==> src/rtl/fnd_pkg.sv <==
// Shared constants and state encoding for the FND scan controller and its encoder.
package fnd_pkg;

    localparam logic [6:0] FND_BLANK = 7'h7F;
    localparam logic [3:0] BCD_BLANK = 4'hF;

    typedef enum logic {
        IDLE = 1'b0,
        SCAN = 1'b1
    } state_t;

endpackage

==> src/rtl/fnd_encoder.sv <==
// One-hot decimal digit to active-low 7-segment pattern {g,f,e,d,c,b,a}.
module fnd_encoder
    import fnd_pkg::*;
(
    input  logic [9:0] onehot,
    output logic [6:0] seg
);

    always_comb begin
        // NOTE: default first so every path assigns seg and no latch is inferred.
        seg = FND_BLANK;
        case (onehot)
            10'b00_0000_0001: seg = 7'h40;
            10'b00_0000_0010: seg = 7'h79;
            10'b00_0000_0100: seg = 7'h24;
            10'b00_0000_1000: seg = 7'h30;
            10'b00_0001_0000: seg = 7'h19;
            10'b00_0010_0000: seg = 7'h12;
            10'b00_0100_0000: seg = 7'h02;
            10'b00_1000_0000: seg = 7'h78;
            10'b01_0000_0000: seg = 7'h00;
            10'b10_0000_0000: seg = 7'h10;
            default:          seg = FND_BLANK;
        endcase
    end

endmodule

==> src/rtl/fnd_scan_ctrl.sv <==
// Multiplexed FND scan controller: double-buffered BCD digits, guard-blanked slots,
// one shared encoder driven from a registered one-hot code.
module fnd_scan_ctrl
    import fnd_pkg::*;
#(
    parameter int NUM_DIGITS = 4,
    parameter int SCAN_DIV   = 50000,
    parameter int GUARD      = 500
) (
    input  logic                          clk,
    input  logic                          rst_n,
    input  logic                          enable,
    input  logic                          wr_en,
    input  logic [$clog2(NUM_DIGITS)-1:0] wr_addr,
    input  logic [3:0]                    wr_data,
    input  logic                          commit,
    output logic                          commit_ack,
    output logic                          frame_done,
    output logic [NUM_DIGITS-1:0]         fnd_com,
    output logic [6:0]                    fnd_data
);

    localparam int IDX_W  = $clog2(NUM_DIGITS);
    localparam int SLOT_W = $clog2(SCAN_DIV);

    localparam logic [SLOT_W-1:0] SLOT_LAST = SLOT_W'(SCAN_DIV - 1);
    localparam logic [SLOT_W-1:0] LIT_END   = SLOT_W'(SCAN_DIV - GUARD);
    localparam logic [IDX_W-1:0]  IDX_LAST  = IDX_W'(NUM_DIGITS - 1);

    state_t            state, state_nxt;
    logic [SLOT_W-1:0] slot_cnt, slot_nxt;
    logic [IDX_W-1:0]  digit_idx, idx_nxt;
    logic              wrap;
    logic              lit;
    logic              pending;
    logic [9:0]        enc_in;

    logic [3:0] shadow     [NUM_DIGITS];
    logic [3:0] shadow_nxt [NUM_DIGITS];
    logic [3:0] active     [NUM_DIGITS];

    always_comb begin
        state_nxt = state;
        slot_nxt  = '0;
        idx_nxt   = '0;
        wrap      = 1'b0;
        case (state)
            IDLE: if (enable) state_nxt = SCAN;
            SCAN: begin
                if (!enable) begin
                    state_nxt = IDLE;
                end else if (slot_cnt == SLOT_LAST) begin
                    wrap    = (digit_idx == IDX_LAST);
                    idx_nxt = wrap ? '0 : digit_idx + 1'b1;
                end else begin
                    slot_nxt = slot_cnt + 1'b1;
                    idx_nxt  = digit_idx;
                end
            end
            default: state_nxt = IDLE;
        endcase
    end

    // Dropping enable darkens the very next output cycle, even mid-slot.
    assign lit = (state == SCAN) && enable && (slot_cnt < LIT_END);

    // A same-cycle write is folded in here so a coincident commit copies it.
    always_comb begin
        shadow_nxt = shadow;
        if (wr_en && (int'(wr_addr) < NUM_DIGITS)) shadow_nxt[wr_addr] = wr_data;
    end

    always_ff @(posedge clk or negedge rst_n) begin
        if (!rst_n) begin
            state      <= IDLE;
            slot_cnt   <= '0;
            digit_idx  <= '0;
            pending    <= 1'b0;
            commit_ack <= 1'b0;
            frame_done <= 1'b0;
            // NOTE: both banks are a handful of flops that must power up blank,
            // so they are reset here rather than left to a RAM.
            for (int i = 0; i < NUM_DIGITS; i++) begin
                shadow[i] <= BCD_BLANK;
                active[i] <= BCD_BLANK;
            end
        end else begin
            // NOTE: non-blocking assignments so every flop samples pre-edge values.
            state      <= state_nxt;
            slot_cnt   <= slot_nxt;
            digit_idx  <= idx_nxt;
            shadow     <= shadow_nxt;
            frame_done <= wrap;
            commit_ack <= 1'b0;
            if (wrap && (pending || commit)) begin
                active     <= shadow_nxt;
                pending    <= 1'b0;
                commit_ack <= 1'b1;
            end else if (commit) begin
                pending <= 1'b1;
            end
        end
    end

    // Output stage sees last cycle's counters and the pre-update active bank.
    always_ff @(posedge clk or negedge rst_n) begin
        if (!rst_n) begin
            fnd_com <= '1;
            enc_in  <= '0;
        end else if (lit) begin
            fnd_com <= ~(NUM_DIGITS'(1) << digit_idx);
            enc_in  <= 10'b1 << active[digit_idx];
        end else begin
            fnd_com <= '1;
            enc_in  <= '0;
        end
    end

    fnd_encoder u_enc (
        .onehot (enc_in),
        .seg    (fnd_data)
    );

endmodule

==> config.mk <==
export PLATFORM = sky130hd
export DESIGN_NAME = fnd_scan_ctrl
export DESIGN_NICKNAME = d
export VERILOG_FILES = /design/src/rtl/fnd_pkg.sv /design/src/rtl/fnd_encoder.sv /design/src/rtl/fnd_scan_ctrl.sv
export SDC_FILE = /design/constraint.sdc
export NUM_CORES = 1
export LEC_CHECK = 0
export ABC_AREA = 1
export CAP_MARGIN = 20
export CORE_MARGIN = 4
export CORE_UTILIZATION = 53
export DETAILED_ROUTE_END_ITERATION = 6
export GPL_TIMING_DRIVEN = 0
export PLACE_DENSITY = 0.76
export SLEW_MARGIN = 25
export SYNTH_ARGS = -nofsm -noshare
export SYNTH_HDL_FRONTEND = slang
export SYNTH_HIERARCHICAL = 1
export SYNTH_SLANG_ARGS = --single-unit
==> constraint.sdc <==
create_clock -name clk -period 1.5 [get_ports clk]
set_input_delay 0.375 -clock clk [delete_from_list [all_inputs] [get_ports clk]]
set_output_delay 0.375 -clock clk [all_outputs]
set_load 0.01 [all_outputs]
==> run_1/flops_by_reg.png <==
Bar = 20 um.
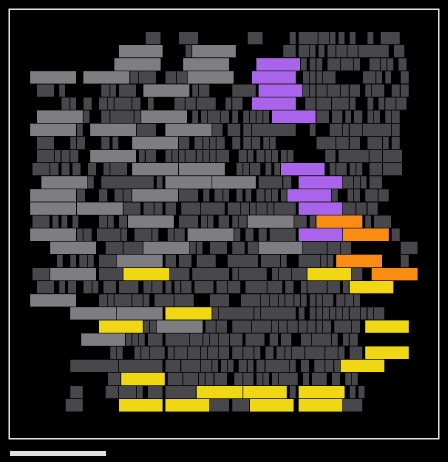
legend:
  purple:
    signal: enc_in
    flops: 10
  yellow:
    signal: slot_cnt
    flops: 16
  orange:
    signal: fnd_com
    flops: 4
    where: east

==> run_1/clocks.png <==
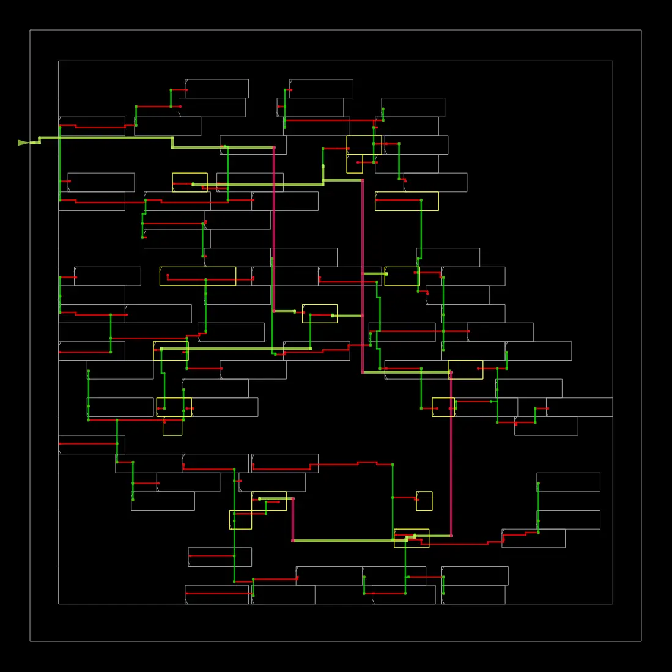
Flops: 68
Clock group: 0.00163 W
TritonCTS Buffers: 9

==> run_1/logic_types.png <==
Bar = 20 um.
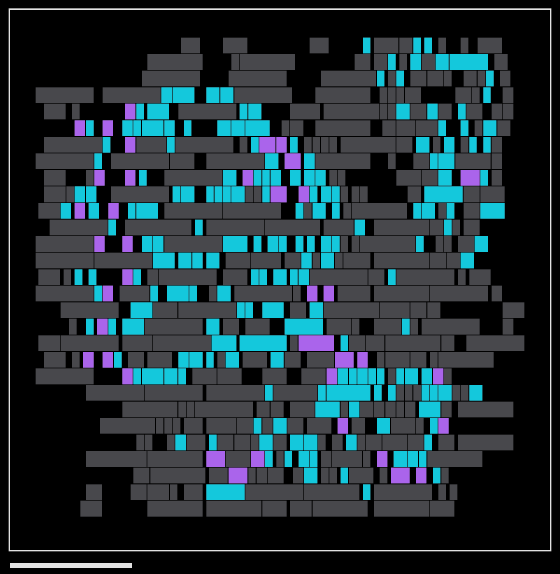
legend:
  cyan:
    family: nand cells
    cells: 185
    most_used: nand2_1
  purple:
    family: aoi and oai cells
    cells: 38
    most_used: o21ai_1

## run 1: kinds of logic after synthesis
kind of cell	after synthesis
AOI/OAI and AO/OA	37
xor gates and xnor gates	4
adders and majority gates	5
buffers and inverters	51
DFF	68
and+or+nand+nor	265
## run 1: final cells by class
class | count | area (um2)
multi-input combinational | 312 | 1851
sequential | 68 | 1753
fill | 417 | 1627
timing repair buffer | 69 | 593.1
inverter | 47 | 178.9
clock buffer | 10 | 148.9
tap | 77 | 96.34
clock inverter | 6 | 67.56
buffer | 4 | 35.03
## run 1: worst reg2reg max path, cell delays in order, from the launching register on
cell and delay (ps):
dfrtp_1 420, ha_4 190, nand3_4 90, inv_4 60, nand2_8 70, nor2_8 50
buf_6 110, nor2_4 240, nand2_2 100, a21oi_2 130
==> deck_impl_summary.md, run 1 <==
Physical Implementation Snapshot

Run status
  – Outcome: complete, but fails checks
  – Failing checks: negative setup slack

Floorplan
  – Chip area: 0.007884 mm2
  – Chip Height: 88.79 um
  – Core box area: 0.006350 mm2
  – Die W: 88.79 um
  – Rows: 29
  – Fp util: 0.5448
  – Top-Level Pins: 24

Min path
  – Worst Hold Class: input port to async pin

Place
  – Number of cells after detailed placement: 531
  – GP Congestion: 0.9032
  – Dpl cell area: 0.003811 mm2
  – Port Buf Inserts: 23
  – Worst slack at placement: -563.5 ps
  – HPWL after detailed placement: 4838 um

Drt
  – Top routing layer used: met4
  – Routed wl met2: 4430 um
  – DRC viols: 0
  – Via count: 3,217
  – Final wirelength: 8661 um
  – Met3 routed WL: 440 um
  – DR iter-0 viols: 253
  – M1 WL: 3609 um
  – ANT nets after route: 0
  – Initial DRT Pass Iterations: 5
  – Vias per cell: 5.425
  – WL/cell: 14.61 um

Synth
  – Synth top area cells: dfstp_2, dfrtp_1, nand2_1
  – Synth flops: 68
  – Yosys cell count: 430
  – Avg Cell Area, Syn: 8.046 um2
  – EDFF count, synth: 0
  – Seq share, synth: 0.5049
  – Ys Warns: 6
  – YS chip area: 0.003460 mm2
  – Most common reg cell: dfstp_2
  – Synth Area in Adders: 0.01808
  – Post-Synth AOI/OAI Area: 0.05714
  – Synth Cell Area: 0.003460 mm2
  – Top post-synthesis cells by count: nand2_1, nor2_1, nand3_1
  – Simple share: 0.3494
  – Yosys cell types: 32
  – Most common cell in the netlist: nand2_1
  – Fraction of registers with async set/reset: 1.000
  – Xor+xnor area frac: 0.01013
  – Max-area cell share: 0.2734
  – Cell type with the largest total area: dfstp_2
  – Synth mux share: 0
  – Synth logic family: simple AND/OR/NAND/NOR gates
  – Synthesized Nets: 446
  – Cell count after synthesis: 430

CTS
  – # resized after CTS: 52
  – TritonCTS clock tree: yes
  – Htree depth: 3
  – Hold_buf cts: 1
  – Setup bufs post-CTS: 19
  – Clock Path Buffers: 2
  – Clk slew on worst S/H paths: 80 ps
  – Latency at later pin: 360 ps
  – CTS sink count: 68
  – Root Driver: clkbuf_8

Power
  – Part of the power in registers: 0.509
  – Seq. pwr: 0.00198 W
  – PwrDens: 825.3 mW/mm2
  – Biggest consumer: sequential cells
  – Combinational Power Share: 0.072
  – Clock network fraction of design power: 0.419
  – Power, Total: 0.003898 W
  – Internal power: 0.002937 W
  – Lkg Pwr: 2.146 nW
  – P_comb: 0.000282 W
  – Peak supply drop: 0.7442 mV
  – Sw frac: 0.2465
  – Net switching power figure: 0.0009610 W

Timing
  – Tightest Pin Transition: 474.0 ps
  – Final Setup Violations: 13
  – Setup tns final: -4417 ps
  – Slew HR: 0.6807
  – Clk_skew: 10.64 ps
  – Post-layout minimum cycle time: 2128 ps
  – Hold Vio Cnt, Final: 0
  – Max Transition Viols Final: 0
  – Fin crit share: 1.418
  – Worst Hold Slack: 409.5 ps
  – FMAX: 470.0 MHz
  – RSZ-0062 raised after global routing: yes
  – Final worst setup slack: -627.6 ps

Final layout
  – Largest registers: active: 16 flops, shadow: 16 flops, slot_cnt: 16 flops
  – Commonest Layout Cell: nand2_1
  – Final #Nets: 527
  – Post-route insts no fill: 593
  – Core Util, Final: 0.7438
  – Layout area overhead: 36.53%
  – Most frequent logic cells in the routed design: nand2_1, nor2_1, dfstp_2
  – Design area: 0.004723 mm2
  – Layout cell share with drive strength beyond 1: 0.4341
  – Ant diodes: 0

Critical path
  – Reg2reg start: slot_cnt[0]
  – Crit path largest cell delay: 420 ps
  – Setup crit end: fnd_data[4]
  – R2R depth: 9
  – Startpoint Class: flop
  – Crit end category: output pin
  – WP data arrival: 1750 ps
  – Worst R2R Setup Slack: -20 ps
  – Crit-path cells: nor2_4 -> buf_4 -> nand2_1 -> nor3_4 -> nor2_2 -> nand3_4 -> nand2_1 -> buf_2
  – CP top delay family: simple AND/OR/NAND/NOR gates
  – CP Depth: 8
  – CP bufs+invs: 2
  – RR Endpoint: slot_cnt[4]
  – Slowest CP cell: dfrtp_1
  – Origin of the worst setup path: enc_in[8]
  – Req. time, crit path: 1120 ps
  – Critical path class: flop to output pin
  – Most frequent CP cell: nand2_1
  – Critical path fanouts, max: 6

GRT
  – GR Util met1: 0.2525
  – Grt total ovfl: 0
  – GR Layer Usage met2: 0.3293
  – Largest net degree at the start of global routing: 54
  – GRT Util Overall: 0.2010
  – First-pass GRT wire length: 12,380 um
  – Vias in the first global route: 2,881
  – Met3 Use GR: 0.05400
  – GR peak layer: met2
  – Initial antenna violation count: 0

Flow run
  – Tool warnings: 32
  – Max cap viols: 0
==> run 2: changes to the inputs <==
- CORE_UTILIZATION: 53 -> 59
- PLACE_DENSITY: 0.76 -> 0.8
- clock period: 1.5 -> 2.3 ns (I/O delays scaled with it)
==> run_2/flops_by_reg.png <==
Bar = 20 um.
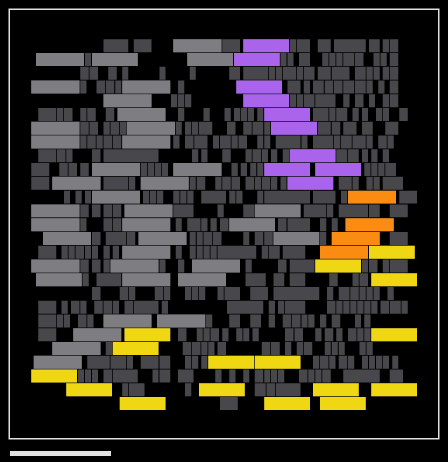
legend:
  yellow:
    signal: slot_cnt
    flops: 16
  orange:
    signal: fnd_com
    flops: 4
    where: east
  purple:
    signal: enc_in
    flops: 10
not coloured: 38

==> run_2/logic_types.png <==
Bar = 20 um.
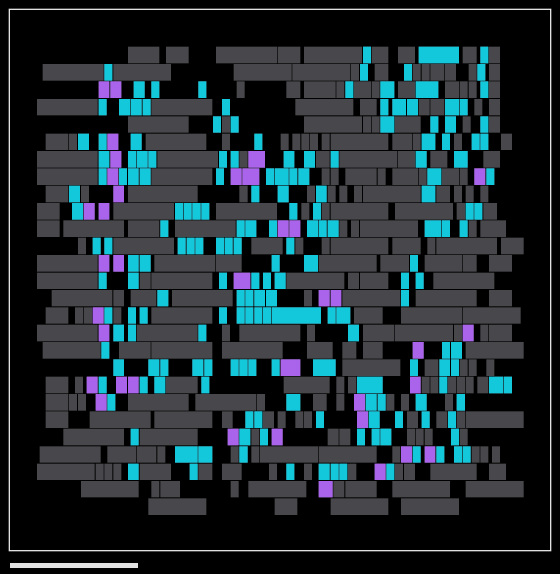
Comb area share: 0.3739
Commonest Layout Cell: nand2_1
post-route insts no fill: 552

==> deck_impl_summary.md, run 2 <==
Physical Implementation Snapshot

Run status
  – Outcome: completed

CTS
  – Htree depth: 3 (unchanged)
  – Clk slew on worst S/H paths: 80 ps (about the same)
  – CTS sink count: 68 (unchanged)
  – Latency at later pin: 350 ps (about the same)
  – TritonCTS clock tree: yes
  – Hold_buf cts: 0 (-1)
  – Root Driver: clkbuf_8
  – Clock Path Buffers: 2 (unchanged)

Final layout
  – Clkbuf count: 12 (+2)
  – Flop area: 0.001747 mm2 (-0.36%)
  – Multi-input gate count: 311 (-0.32%)
  – Design area: 0.004113 mm2 (-13%)
  – Dominant class by area: registers
  – Non-clock buffers: 38 (-48%)
  – Final non-clock buffer share: 0.07880 (-0.05418)
  – Largest registers: active: 16 flops, shadow: 16 flops, slot_cnt: 16 flops
  – Seq/total area: 0.4247 (+0.05358)
  – Core Util, Final: 0.7334 (-0.01046)
  – Layout cell share with drive strength beyond 1: 0.2417 (-0.1924)
  – Ant diodes: 0 (unchanged)
  – Nonclk inv count: 47 (unchanged)
  – Clock buf/inv share: 0.05780 (+0.01198)
  – Flops: 68 (unchanged)
  – Logic area: 0.001538 mm2 (-17%)
  – Most frequent logic cells in the routed design: nand2_1, nor2_1, nand3_1
  – FILL cells: 420 (+0.72%)
  – Final #Nets: 491 (-6.8%)
  – Layout area overhead: 18.88%

Synth
  – Avg Cell Area, Syn: 8.046 um2 (unchanged)
  – Ys Warns: 6 (unchanged)
  – Most common cell in the netlist: nand2_1
  – Synth logic family: simple AND/OR/NAND/NOR gates
  – Synth Cell Area: 0.003460 mm2 (unchanged)
  – Post-Synth AOI/OAI Area: 0.05714 (unchanged)
  – Fraction of registers with async set/reset: 1.000 (unchanged)
  – Synth flops: 68 (unchanged)
  – Synth top area cells: dfstp_2, dfrtp_1, nand2_1
  – Seq share, synth: 0.5049 (unchanged)
  – Top post-synthesis cells by count: nand2_1, nor2_1, nand3_1
  – Xor+xnor area frac: 0.01013 (unchanged)
  – YS chip area: 0.003460 mm2 (unchanged)
  – Synth Area in Adders: 0.01808 (unchanged)
  – Yosys cell types: 32 (unchanged)
  – EDFF count, synth: 0 (unchanged)
  – Max-area cell share: 0.2734 (unchanged)
  – Synthesized Nets: 446 (unchanged)
  – Cell type with the largest total area: dfstp_2
  – Cell count after synthesis: 430 (unchanged)
  – Simple share: 0.3494 (unchanged)
  – Yosys cell count: 430 (unchanged)

Timing
  – Setup tns final: 0 ps (+4417 ps)
  – Hold Vio Cnt, Final: 0 (unchanged)
  – Slew HR: 0.6869 (+0.006245)
  – Tightest Pin Transition: 469.6 ps (-4.421 ps)
  – Final Setup Violations: 0 (-13)
  – FMAX: 438.3 MHz
  – Max Transition Viols Final: 0 (unchanged)
  – Post-layout minimum cycle time: 2281 ps
  – Fin crit share: 0.9919
  – Clk_skew: 11.68 ps (+1.040 ps)
  – Final worst setup slack: 18.57 ps (+646.2 ps)
  – Worst Hold Slack: 120.4 ps (-289.1 ps)
  – RSZ-0062 raised after global routing: yes

GRT
  – First-pass GRT wire length: 12,130 um (-2.0%)
  – GRT Util Overall: 0.2112 (+0.01021)
  – GR Util met1: 0.2694 (+0.01691)
  – Grt total ovfl: 0 (unchanged)
  – Largest net degree at the start of global routing: 42 (-22%)
  – GR peak layer: met2
  – Met3 Use GR: 0.05496 (+0.0009521)
  – GR Layer Usage met2: 0.3317 (+0.002388)
  – Initial antenna violation count: 0 (unchanged)
  – Vias in the first global route: 2,749 (-4.6%)

Floorplan
  – Die W: 84.58 um (-4.7%)
  – Chip Height: 84.58 um (-4.7%)
  – Rows: 27 (-6.9%)
  – Chip area: 0.007153 mm2 (-9.3%)
  – Fp util: 0.6169 (+0.07208)
  – Top-Level Pins: 24 (unchanged)
  – Core box area: 0.005608 mm2 (-12%)

Place
  – Port Buf Inserts: 23 (unchanged)
  – Number of cells after detailed placement: 526 (-0.94%)
  – HPWL after detailed placement: 4891 um (+1.1%)
  – GP Congestion: 0.8504 (-5.8%)
  – Dpl cell area: 0.003797 mm2 (-0.36%)
  – Worst slack at placement: -62.89 ps (+500.6 ps)

Critical path
  – WP data arrival: 1710 ps (-40 ps)
  – Setup crit end: fnd_data[5]
  – Critical path class: flop to output pin
  – Crit-path cells: nor2_2 -> nand2_2 -> buf_6 -> nor3_4 -> nor2_2 -> nand3_4 -> nand2_1 -> buf_2
  – Critical path fanouts, max: 6 (unchanged)
  – CP Depth: 8 (unchanged)
  – Crit path largest cell delay: 400 ps (-20 ps)
  – Reg2reg start: slot_cnt[10]
  – Origin of the worst setup path: enc_in[6]
  – Crit end category: output pin
  – RR Endpoint: enc_in[1]
  – R2R depth: 7 (-2)
  – Slowest CP cell: dfrtp_1
  – Worst R2R Setup Slack: 670 ps (+690 ps)
  – Req. time, crit path: 1730 ps (+610 ps)
  – CP top delay family: simple AND/OR/NAND/NOR gates
  – Most frequent CP cell: nor2_2
  – Startpoint Class: flop

Drt
  – Met3 routed WL: 315 um (-28%)
  – M1 WL: 3122 um (-13%)
  – Top routing layer used: met4
  – Final wirelength: 6851 um (-21%)
  – Initial DRT Pass Iterations: 4 (-1)
  – Routed wl met2: 3196 um (-28%)
  – WL/cell: 12.41 um (-15%)
  – Vias per cell: 5.159 (-4.9%)
  – DRC viols: 0 (unchanged)
  – Via count: 2,848 (-11%)
  – DR iter-0 viols: 211 (-17%)
  – ANT nets after route: 0 (unchanged)

Power
  – Peak supply drop: 0.4677 mV (-37%)
  – Lkg Pwr: 1.944 nW (-9.4%)
  – PwrDens: 625.2 mW/mm2 (-24%)
  – Power, Total: 0.002571 W (-34%)

Flow run
  – Max cap viols: 0 (unchanged)
==> run_2/io_placement.png <==
Pins as bars across the die edge, other pins in grey.
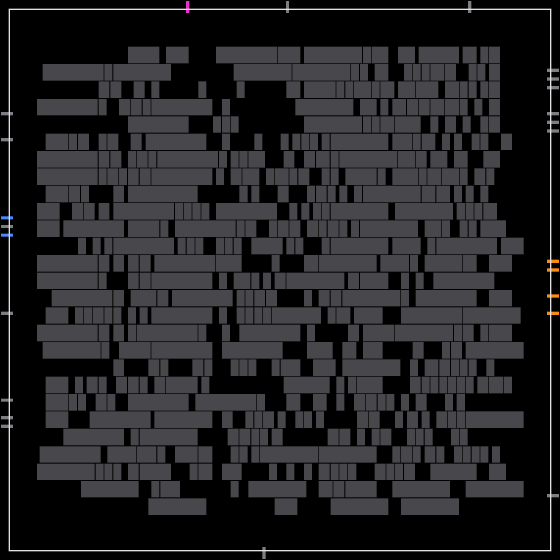
legend:
  magenta:
    port: frame_done
    pins: 1
    direction: output
    edge: north
  blue:
    port: wr_addr
    pins: 2
    direction: input
    edge: west
  orange:
    port: fnd_com
    pins: 4
    direction: output
    edge: east
all pins by edge: 11 east, 9 west, 3 north, 1 south

[run 2: cell types whose count changed in the layout (fill, tap and decap cells not counted), sizes merged, moves of 2 or more]
cell / before / now
buf: 57 / 23
clkinv: 1 / 3
inv: 50 / 47
dlygate4sd2: 2 / 0
clkdlybuf4s50: 9 / 15
clkdlybuf4s15: 2 / 0
[run 2: repair_timing]
item                                    4_1_cts  5_1_grt
gates resized                                34        6
pin swaps                                    10        3
endpoints found under the setup margin        7        7
endpoints found under the hold margin         0        0
buffers inserted                              8        2
[run 2: report_power, final]
group	total (W)	leakage, nW	switching, W	internal [W]
Clock	0.00112	0.123	0.000457	0.000662
Combinational	0.000157	1.01	0.000103	0.0000544
Sequential	0.00129	0.812	0.0000161	0.00128
==> run 3: changes to the inputs <==
- PLACE_DENSITY: 0.8 -> 0.91
==> run_3/io_placement.png <==
Pins as bars across the die edge, other pins in grey.
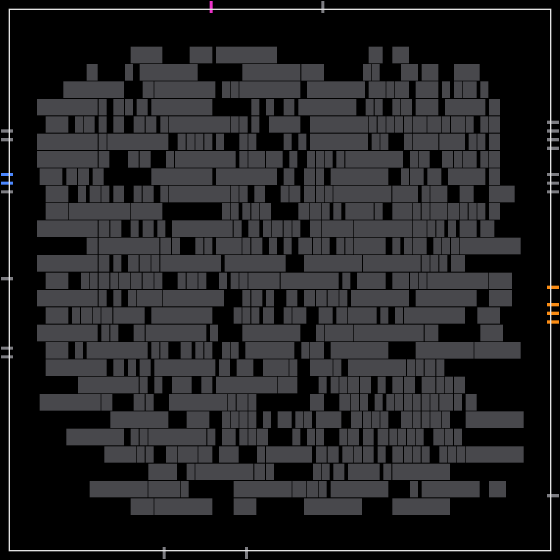
Die W: 84.58 um
Chip Height: 84.58 um
Port Buf Inserts: 23

==> run_3/logic_types.png <==
Bar = 20 um.
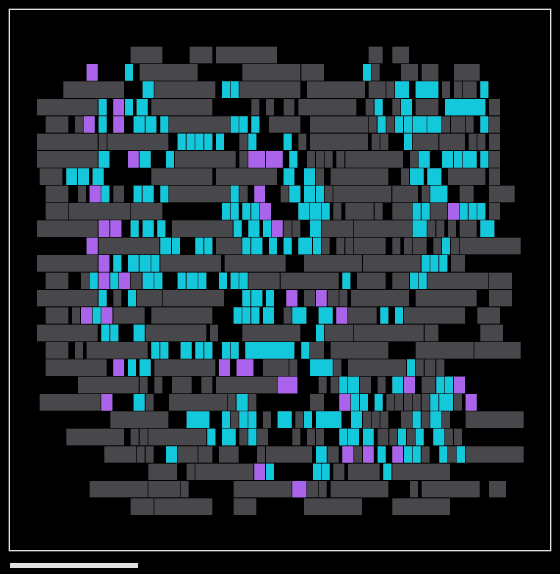
post-route insts no fill: 549
Comb area share: 0.3804

==> deck_impl_summary.md, run 3 <==
Physical Implementation Snapshot

Synth
  – Avg Cell Area, Syn: 8.046 um2 (unchanged)
  – YS chip area: 0.003460 mm2 (unchanged)
  – Seq share, synth: 0.5049 (unchanged)
  – Synth top area cells: dfstp_2, dfrtp_1, nand2_1
  – Top post-synthesis cells by count: nand2_1, nor2_1, nand3_1
  – Yosys cell types: 32 (unchanged)
  – Fraction of registers with async set/reset: 1.000 (unchanged)
  – EDFF count, synth: 0 (unchanged)
  – Synth flops: 68 (unchanged)
  – Most common cell in the netlist: nand2_1

Power
  – Lkg Pwr: 1.925 nW (-0.99%)
  – P_comb: 0.000162 W (+3%)
  – Clock group: 0.00103 W (-8%)
  – Internal power: 0.001926 W (-3.4%)
  – Peak supply drop: 0.4868 mV (+4.1%)
  – Clock network fraction of design power: 0.414 (-0.021)
  – Biggest consumer: sequential cells
  – Seq. pwr: 0.00130 W (about the same)
  – Sw frac: 0.2260 (+0.001891)

Final layout
  – FILL cells: 425 (+1.2%)
  – Design area: 0.004081 mm2 (-0.76%)
  – Seq/total area: 0.4280 (+0.003255)
  – Final #Nets: 488 (-0.61%)
  – Flop area: 0.001747 mm2 (unchanged)
  – Layout cell share with drive strength beyond 1: 0.2369 (-0.004769)
  – Clkbuf count: 12 (unchanged)
  – Layout area overhead: 17.97%
  – Core Util, Final: 0.7278 (-0.005578)

Drt
  – DR iter-0 viols: 262 (+24%)
  – Vias per cell: 5.302 (+2.8%)
  – DRC viols: 0 (unchanged)
  – ANT nets after route: 0 (unchanged)
  – Initial DRT Pass Iterations: 5 (+1)
  – Final wirelength: 6993 um (+2.1%)

Timing
  – Setup tns final: 0 ps (unchanged)
  – Max Transition Viols Final: 0 (unchanged)
  – RSZ-0062 raised after global routing: yes
  – FMAX: 441.9 MHz (+0.80%)
  – Post-layout minimum cycle time: 2263 ps (-18.22 ps)
  – Final worst setup slack: 36.79 ps (+18.22 ps)
  – Tightest Pin Transition: 441.7 ps (-27.85 ps)

CTS
  – TritonCTS clock tree: yes
  – Setup bufs post-CTS: 5 (-3)
  – Latency at later pin: 350 ps (about the same)
  – # resized after CTS: 33 (-2.9%)
  – CTS sink count: 68 (unchanged)
  – Root Driver: clkbuf_8

Critical path
  – Critical path fanouts, max: 6 (unchanged)
  – Slowest CP cell: dfrtp_1
  – Most frequent CP cell: nand2_2
  – CP top delay family: simple AND/OR/NAND/NOR gates
  – Crit end category: output pin
  – Crit-path cells: nor2_2 -> nand2_2 -> nor2_4 -> nand2_2 -> nand2_2 -> nor2_4 -> nand3_4 -> nand2_1 -> buf_2

GRT
  – Initial antenna violation count: 0 (unchanged)
  – Vias in the first global route: 2,874 (+4.5%)
  – Grt total ovfl: 0 (unchanged)
  – GRT Util Overall: 0.2127 (+0.001428)
  – First-pass GRT wire length: 12,280 um (+1.2%)

Place
  – Dpl cell area: 0.003797 mm2 (unchanged)
  – GP Congestion: 0.9208 (+8.3%)
  – HPWL after detailed placement: 4922 um (+0.64%)

Run status
  – Outcome: completed

Floorplan
  – Fp util: 0.6169 (unchanged)
  – Rows: 27 (unchanged)
  – Chip area: 0.007153 mm2 (unchanged)
==> run_3/flops_by_reg.png <==
Bar = 20 um.
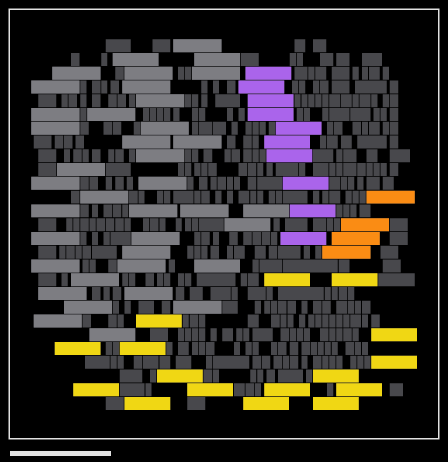
legend:
  yellow:
    signal: slot_cnt
    flops: 16
  orange:
    signal: fnd_com
    flops: 4
    where: east
  purple:
    signal: enc_in
    flops: 10

## run 3: cell counts after synthesis
No cell type changed its count.
## run 3: worst paths after layout
path,endpoint,slack [ps],startpoint,cells after the start
setup / recovery,fnd_data[4],40,enc_in[3],9
hold / removal,slot_cnt[12],140,rst_n,1
setup reg to reg,active[12],680,slot_cnt[0],9
hold reg to reg,active[7],460,active[7],2
max in group asynchronous,active[3],1580,rst_n,2
min in group clk,active[7],460,active[7],2
## run 3: routing by layer
metal	track usage	vias to the layer above	wire length (um)
met1	0.2595	1362	3050
li1	-	1458	-
met2	0.3673	77	3467
met5	0	-	0
met4	0.08777	0	123
met3	0.04220	14	352
## run 3: kinds of logic after synthesis
group	synth area share
compound gates	0.05715
xor+xnor	0.01013
fa+ha+maj	0.01808
buf+inv	0.06039
flops	0.5049
simple gates	0.3494

==> screenshots <==
Routed metal, one colour a layer.
Only two layers are drawn.
picture 1
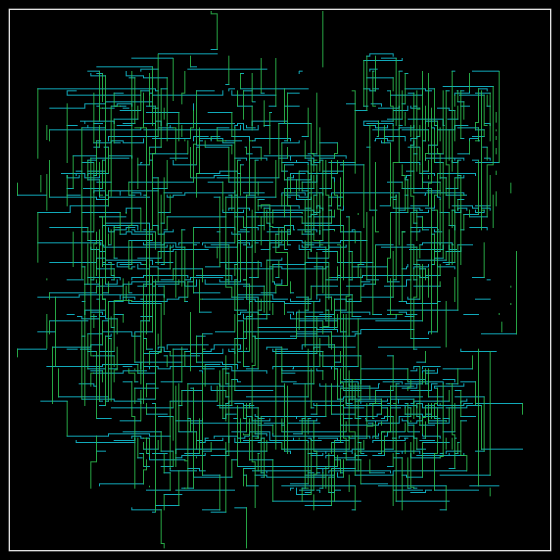
picture 2
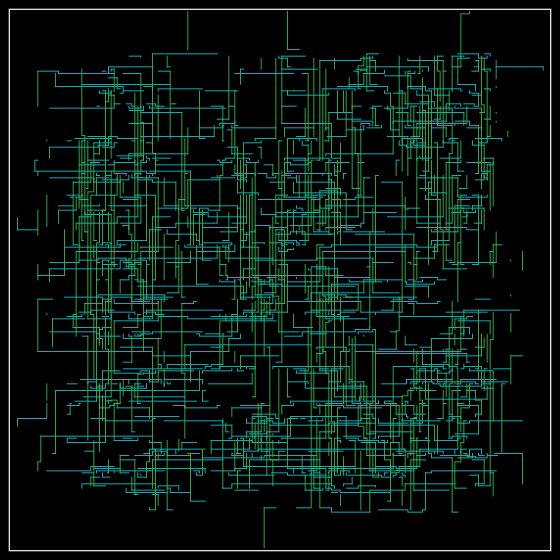
| picture | from |
|---|---|
| picture 2 | run 2 |
| picture 1 | run 3 |

Key to picture 1:
legend:
  cyan:
    layer: metal 1
    wire_length: 3,050 um
  green:
    layer: metal 2
    wire_length: 3,470 um

Power is estimated from default activity; no workload was simulated.
